Where the registers sit:
Other sequential cells in the stronger grey, the rest of the logic in the fainter grey.
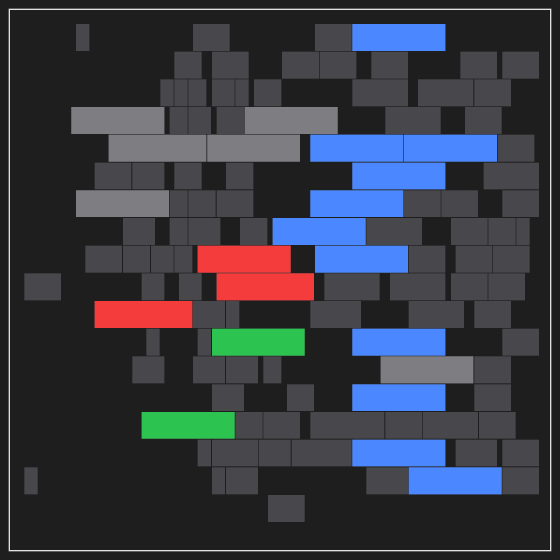
Clock nets:
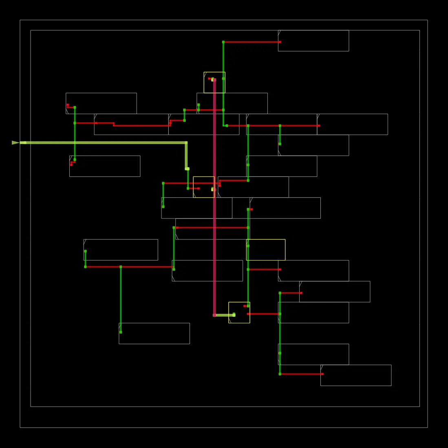
Clock distribution:
The bar under the picture is 20 um long.
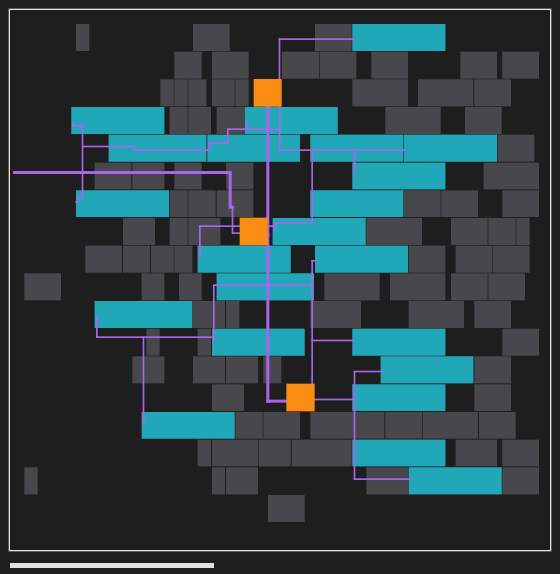
Cells by drive strength:
The bar under the picture is 20 um long.
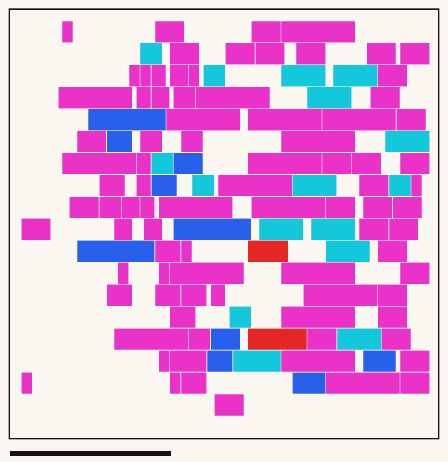
==> config.mk <==
export PLATFORM = sky130hd
export DESIGN_NAME = gemm_job_scheduler
export DESIGN_NICKNAME = d
export VERILOG_FILES = /design/src/rtl/gemm_job_scheduler.sv
export SDC_FILE = /design/constraint.sdc
export NUM_CORES = 1
export LEC_CHECK = 0
export CAP_MARGIN = 20
export CORE_UTILIZATION = 40
export DETAILED_ROUTE_END_ITERATION = 7
export PLACE_DENSITY = 0.8
export REMOVE_ABC_BUFFERS = 1
export SLEW_MARGIN = 20
export SYNTH_ARGS = -nofsm -noshare
export SYNTH_HDL_FRONTEND = slang
export SYNTH_SLANG_ARGS = --single-unit
==> constraint.sdc <==
create_clock -name clk_i -period 1.8 [get_ports clk_i]
set_input_delay 0.18 -clock clk_i [delete_from_list [all_inputs] [get_ports clk_i]]
set_output_delay 0.18 -clock clk_i [all_outputs]
set_load 0.03 [all_outputs]
==> impl_metrics.toml <==
# physical design summary
[outcome]
outcome = "finished clean"

[clocking]
cts.clk_slew.worst_paths_ns = 0.11
cts_resized = 0
cts_htree_levels = 1
cts_setup_buffers = 0
cts_root_buf = "clkbuf_4"

[final_layout]
final_cells = 144
largest_reg_flops = 11
fin_nets = 133
final_cell_mix = "clkdlybuf4s50_1, dfrtp_1, mux2_4"
drive_gt1_frac = 0.2456
lay_top_count = "clkdlybuf4s50_1"

[synth]
async_reset_ff_frac = 1.000
mux_area_frac = 0.1514
synth_area_sq_um = 1041
yosys-top-cells-count = "dfrtp_1, mux2_4, nor2_1, a22o_1, o21ai_0"
yosysTopAreaCellShare = 0.5048
ys_seq_share = 0.5300
ys_types = 31

[critical_path]
path_cells = "nor3_2 > nand2_1 > a21oi_1 > buf_4"
critPathArrivalTime_ns = 1.50
cp.required_ns = 1.62
endpoint_kind = "output pin"

[detailed_routing]
ant_nets = 0
post_drt_wl_per_cell_um = 12.47
met3WireLength_um = 169
drc = 0

[sta]
max_freq_mhz = 595.5
fin_crit_sh = 0.9329
finalMaxSlewViolations = 0
rsz0062_at_grt = "false"

[global_routing]
grt_pass1_wl_um = 2877
grt_max_degree = 23
antenna_found_initial = 0
gr-usage-all-layers = 0.1453
grt_util_met1 = 0.1736

[placement]
post-place-ws_ns = 0.1748
gp_congestion = 0.7025
placed_cell_area_sq_um = 1386
io_buffers = 34
dp_hpwl_um = 1334

[power_and_ir_drop]
irDropWorstVdd_mv = 0.8304
p_total_mw = 2.402

[flow_run]
warning_count = 25
drv_cap = 0

[floorplanning]
die_h_um = 53.02
fp_util = 0.4202

[min_path]
hp-class = "in -> async"
About 'where the registers sit':
| colour | signal | flops |
|---|---|---|
| red | state_q | 3 |
| blue | rsp_cycles_o | 11 |
| green | guard_q | 2 |
final core utilization: 0.5753
Reg area: 554.3 sq um

About 'clock nets':
Flop Count: 22
Worst Skew: 0.004728 ns
clock buffers: 4
CTS Buf Count: 3
Sink Count: 22

About 'clock distribution':
[cyan] flip-flops | count: 22
[purple] clock wires | length: 228 um
[orange] clock drivers | count: 3
routed clock nets: 4
clock latency at the later pin of the worst-skew pair: 0.30 ns
clock group share of total power: 0.108

About 'cells by drive strength':
| colour | size | cells | share |
|---|---|---|---|
| red | _6 and larger | 2 | 1.8% |
| blue | _2 cells | 10 | 8.8% |
| magenta | _0 and _1 cells | 86 | 75% |
| cyan | _3 and _4 cells | 16 | 14% |
Finished Cell Area: 1425 sq um
Area growth, synth to finish: 36.90%
setup ws final: 0.1208 ns

-- report_power, final --
group / internal (mW) / switching [mW]
registers: 0.711 / 0.197
logic: 0.631 / 0.604
clock network: 0.123 / 0.135
-- final cells by class --
| cell class | instances | area (sq um) |
|---|---|---|
| repair buffers | 36 | 362.8 |
| well taps | 30 | 37.54 |
| flip-flops and latches | 22 | 554.3 |
| clock buffers | 4 | 36.28 |
| fillers | 206 | 1052 |
| inverters | 2 | 7.507 |
| multi-input cells | 50 | 426.7 |
-- critical path: cells and delay by family (launching register included) --
kind	cells	cell delay, ns
buffers and inverters	1	0.18
and+or+nand+nor	2	0.37
DFF	1	0.51
AOI/OAI and AO/OA	1	0.14
Power and IR drop assume default switching activity.
